`src/rtl/memory_gap_profiler.sv`:
```
// memory_gap_profiler: per-channel idle-gap measurement between a response and the next request,
// emitted as one-cycle samples alongside running min/max/sum/count statistics.
module memory_gap_profiler #(
  parameter int N_CH           = 2,
  parameter int CNT_W          = 16,
  parameter int SUM_W          = 32,
  parameter int NUM_W          = 16,
  parameter bit RESET_COUNTING = 1'b1
) (
  input  logic                    clk,
  input  logic                    rst_n,
  input  logic [N_CH-1:0]         mem_req,
  input  logic [N_CH-1:0]         mem_rvalid,
  input  logic                    stats_clear,
  output logic [N_CH*CNT_W-1:0]   gap,
  output logic [N_CH-1:0]         gap_valid,
  output logic [N_CH-1:0]         gap_sat,
  output logic [N_CH*CNT_W-1:0]   gap_min,
  output logic [N_CH*CNT_W-1:0]   gap_max,
  output logic [N_CH*SUM_W-1:0]   gap_sum,
  output logic [N_CH*NUM_W-1:0]   gap_num
);
  typedef enum logic {IDLE, COUNT} state_e;
  for (genvar c = 0; c < N_CH; c++) begin : g_ch
    state_e            state_q;
    logic [CNT_W-1:0]  idle_q, gap_q, min_q, max_q, min_d, max_d, g;
    logic [SUM_W-1:0]  sum_q, sum_d, sum_b;
    logic [NUM_W-1:0]  num_q, num_d, num_b;
    logic [SUM_W:0]    sum_x;
    logic [NUM_W:0]    num_x;
    logic              valid_q, sat_q, emit;
    // A clear on the same edge as an emit makes the sample land in freshly cleared stats
    always_comb begin
      emit  = mem_req[c] & (state_q == COUNT | mem_rvalid[c]);
      g     = state_q == COUNT ? idle_q : '0;
      sum_b = stats_clear ? '0 : sum_q;
      num_b = stats_clear ? '0 : num_q;
      min_d = stats_clear ? (emit ? g : '1) : (emit && g < min_q ? g : min_q);
      max_d = stats_clear ? (emit ? g : '0) : (emit && g > max_q ? g : max_q);
      sum_x = {1'b0, sum_b} + (SUM_W+1)'(emit ? g : '0);
      sum_d = sum_x[SUM_W] ? '1 : sum_x[SUM_W-1:0];
      num_x = {1'b0, num_b} + (NUM_W+1)'(emit);
      num_d = num_x[NUM_W] ? '1 : num_x[NUM_W-1:0];
    end
    always_ff @(posedge clk) begin
      if (!rst_n) begin
        state_q <= RESET_COUNTING ? COUNT : IDLE;
        idle_q  <= '0;
        gap_q   <= '0;
        valid_q <= 1'b0;
        sat_q   <= 1'b0;
        min_q   <= '1;
        max_q   <= '0;
        sum_q   <= '0;
        num_q   <= '0;
      end else begin
        valid_q <= emit;
        sat_q   <= emit & (&g);
        if (emit) gap_q <= g;
        min_q   <= min_d;
        max_q   <= max_d;
        sum_q   <= sum_d;
        num_q   <= num_d;
        if (state_q == IDLE) begin
          if (mem_rvalid[c] & ~mem_req[c]) begin
            state_q <= COUNT;
            idle_q  <= '0;
          end
        end else if (mem_req[c]) state_q <= IDLE;
        else idle_q <= mem_rvalid[c] ? '0 : idle_q + CNT_W'(~&idle_q);
      end
    end
    assign gap[c*CNT_W +: CNT_W]     = gap_q;
    assign gap_valid[c]              = valid_q;
    assign gap_sat[c]                = sat_q;
    assign gap_min[c*CNT_W +: CNT_W] = min_q;
    assign gap_max[c*CNT_W +: CNT_W] = max_q;
    assign gap_sum[c*SUM_W +: SUM_W] = sum_q;
    assign gap_num[c*NUM_W +: NUM_W] = num_q;
  end
endmodule

```
`config.mk`:
```
export PLATFORM = sky130hd
export DESIGN_NAME = memory_gap_profiler
export DESIGN_NICKNAME = d
export VERILOG_FILES = /design/src/rtl/memory_gap_profiler.sv
export SDC_FILE = /design/constraint.sdc
export NUM_CORES = 1
export LEC_CHECK = 0
export CORE_MARGIN = 3
export CORE_UTILIZATION = 40
export DETAILED_ROUTE_END_ITERATION = 16
export PLACE_DENSITY = 0.59
export SLEW_MARGIN = 20
export SYNTH_ARGS = -nofsm -noshare
export SYNTH_HDL_FRONTEND = slang
export SYNTH_SLANG_ARGS = --single-unit
```
`constraint.sdc`:
```
create_clock -name clk -period 5.5 [get_ports clk]
set_clock_uncertainty 0.05 [all_clocks]
set_input_delay 1.1 -clock clk [delete_from_list [all_inputs] [get_ports clk]]
set_output_delay 1.1 -clock clk [all_outputs]
set_load 0.02 [all_outputs]
```
==> Changelog: implementation <==
### Metrics

- Run status: finished clean
- Biggest fanout along the worst timing path: 18
- Area taken by flip-flops and latches: 4610 um2
- Wire length of the first global-routing pass: 63900 um
- Netlist Area Pre-Place: 13000 um2
- DR iter-0 viols: 664
- Antenna viol nets, final: 0
- Share of layout cells above drive strength 1: 6.27%
- Main area contributors: sky130_fd_sc_hd__dfxtp_1 35%, sky130_fd_sc_hd__ha_1 9.7%, sky130_fd_sc_hd__nor2_1 5.8%, sky130_fd_sc_hd__a21oi_1 5.4%, sky130_fd_sc_hd__nor2b_1 2.9%
- Placed instance area: 15400 um2
- Cell type with the highest aggregate area in the netlist: sky130_fd_sc_hd__dfxtp_1
- Area of the die: 34700 um2
- Number of non-clock inverters in the layout: 97
- Number of global-route vias before repair: 11500
- Final GP Congestion: 0.884
- Via-to-Cell Ratio: 5.44
- Post-Synthesis Net Count: 1680
- Setup repair after global routing missed its margin: false
- Switching Power: 922 uW
- Number of flops mapped to enable cells by yosys: 0
- Yosys chip area: 13000 um2
- Total of hold buffers inserted after clock tree synthesis: 0
- Met3 routed wirelength: 2270 um
- Final #Nets: 1858
- Design Power: 3810 uW
- Post-route minimum period: 4.21 ns
- Buffers plus inverters on the worst setup path: 2
- Flop+latch power: 1710 uW
- Slowest cell on the critical path: sky130_fd_sc_hd__clkdlybuf4s50_1
- Clock sink count: 230
- All-layer global routing usage: 22.8%
- Post-CTS Setup Inserts: 0
- Most used flip-flop cell after synthesis: sky130_fd_sc_hd__dfxtp_1
- Heaviest power group: clock
- Register clock-pin slew on the reported worst setup and hold paths: 0.06 ns
- Nature of the critical path endpoint: flop
- Number of warnings the tools reported: 26
- TritonCTS clock tree: built
- Number of clock buffers inserted by TritonCTS: 28
- Arrival time reported for the critical path endpoint: 4.60 ns
- Most frequent cell after synthesis: sky130_fd_sc_hd__dfxtp_1
- Layout buffering overhead excluding clock cells: 13.3%
- Top cell area share: 35.5%
- Fillcell total: 3043
- Register bit count reported by yosys: 230
- Seq share, synth: 35.5%
- Share of the clock period used by the worst path: 76.6%
- Fin area: 16300 um2
- Combinational share of cell area: 47.2%
- Transition time at the pin with the least slew margin: 1.07 ns
- Cell at the root of the clock tree: sky130_fd_sc_hd__clkbuf_16
- Top delay family on crit path: AND-OR/OR-AND gates
- Total combinational power: 247 uW
- Clock buffer instance count of the final layout: 48
- Worst Path Required: 5.89 ns
- Buffers excl. clock: 223
- Total setup violations reported at the end of the flow: 0
- Multi-In Gates: 1168
- Sum of negative setup slack: 0 ns
- Wire length the detailed router placed on met1: 19000 um
- Critical path, cell by cell: clkdlybuf4s50_1, clkinv_1, nor2_1, ha_1, fa_1, a211oi_1, o21bai_1, o211a_1, o211ai_2, a21oi_4, nand3_4, a311oi_1
- Met1 GRT Util: 32.0%
- Logic cell area: 7700 um2
- Total power density per cell area: 233 nW/um2
- GRT overflow: 0
- GRT busiest layer: met2
- Relative contribution of combinational cells to total power: 6.5%
- Power Clock: 1850 uW
- Port Buf Inserts: 202
- Aggregate routed wire length: 40200 um
- Fraction of area in clock buffers and inverters: 5.69%
- Clock latency on the worst-skew pair: 0.55 ns
- Final HPWL from detailed placement: 29700 um
- Highest cell delay on the worst timing path: 0.54 ns
- Part of the total power dissipated in sequential elements: 45.0%
- CTS resizes: 0
- Part of the total power dissipated in the clock network: 48.5%
- Synthesis-to-finish area growth: 25.6%
- # DRC: 0
- Leading cell category by total area: logic gates
- Most frequently placed logic cells in the final layout: 229 x sky130_fd_sc_hd__dfxtp_1, 201 x sky130_fd_sc_hd__nor2_1, 200 x sky130_fd_sc_hd__clkdlybuf4s50_1, 139 x sky130_fd_sc_hd__a21oi_1, 101 x sky130_fd_sc_hd__ha_1
- Number of antenna violations at the first check in global routing: 0
- Maximum level of the CTS H-tree: 1
- Worst min path class: flop to flop
- Number of cells in the yosys synthesis report: 1570
- Startpoint type of the worst setup path: primary input
- Metal2 WL: 18300 um
- Inserted tap cell count: 435
- Sequential share of cell area: 28.2%
-- final timing paths --
path               startpoint  slack [ns]                 to  cells past startpoint
min reg2reg  g_ch[0].max_q[8]        0.44   g_ch[0].max_q[8]                      1
min          g_ch[0].max_q[8]        0.44   g_ch[0].max_q[8]                      1
max reg2reg   g_ch[0].state_q        1.81  g_ch[0].sum_q[29]                     11
max                mem_req[0]        1.29  g_ch[0].sum_q[29]                     12
-- registers in the layout, indices dropped and copies added, names as in the netlist --
signal and count:
g_ch.num_q 32, g_ch.gap_q 32, g_ch.state_q 2, g_ch.sat_q 2, g_ch.valid_q 2, g_ch.max_q 32, g_ch.sum_q 64, g_ch.idle_q 32
g_ch.min_q 32
-- worst register-to-register path: cells and delay by family (launching register included) --
family / cells / cell delay [ns]
adder cells (fa/ha/maj): 2 / 0.47
flip-flops: 1 / 0.79
AND/OR/NAND/NOR: 3 / 0.84
AND-OR/OR-AND: 6 / 1.45
-- metrics by stage --
| stage | hold slack [ns] | util (%) | std cells |
|---|---|---|---|
| CTS | 0.440 | 51.3 | 2204 |
| detailed placement | 0.432 | 48.4 | 2153 |
| floorplan | 0.402 | - | 1570 |
| global route | 0.454 | 51.3 | 2204 |
| global placement | 0.424 | 48.4 | 2153 |
| finish | 0.439 | 51.3 | 2204 |
-- logic make-up (layout without fill, tap and decap cells) --
logic type / after synthesis / count (layout) / synth area share [%]
AOI/OAI and AO/OA: 394 / 394 / 20.2
xor gates and xnor gates: 71 / 71 / 4.79
adders and majority gates: 103 / 103 / 10.0
buffers and inverters: 172 / 371 / 5.33
DFF: 230 / 230 / 35.5
muxes: 28 / 28 / 2.25
and+or+nand+nor: 572 / 572 / 21.9
placement_by_type.png
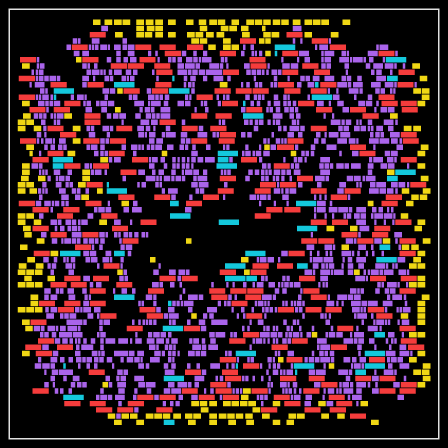
Purple shows combinational and other logic, cells 1265, share of their area 51%. Red shows flops, cells 230, share of their area 29%. Cyan shows clock drivers and dummy loads, cells 51, share of their area 5.9%. Yellow shows other buffers and delay cells, cells 223, share of their area 14%.

power_grid.png
Scale bar: 50 um. Pins as bars on the die edge.
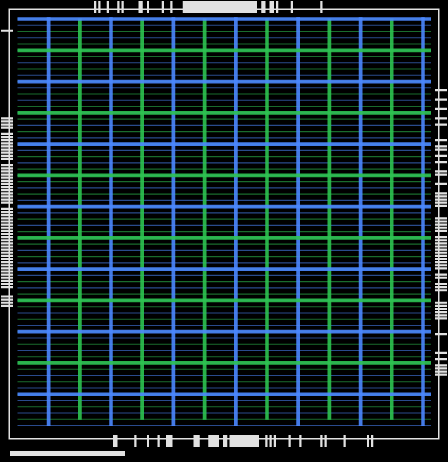
Blue shows VSS. Green shows VDD.
203 signal pins sit on the boundary. 66 met1 rails follow the rows. The core has 65 rows. 13 straps on met5. 13 straps on met4.
worst voltage drop across the vdd grid: 0.224 mV
Die Height: 186 um
Die Width: 186 um
Placeable Area: 31800 um2

io_fan.png
Scale bar: 50 um.
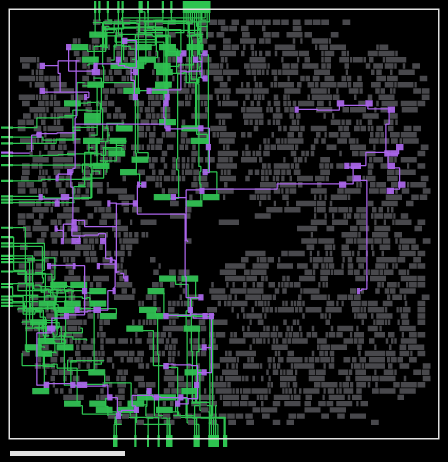
Green shows gap_sum, bits 64, direction output, edge 23 west, 23 north, 18 south, end cells 64, buffers 64, wire 4070 um. Purple shows stats_clear, bits 1, direction input, edge west, end cells 87, buffers 6, wire 1280 um.

Power figures rest on the tool's default switching activity, not on a simulated workload.
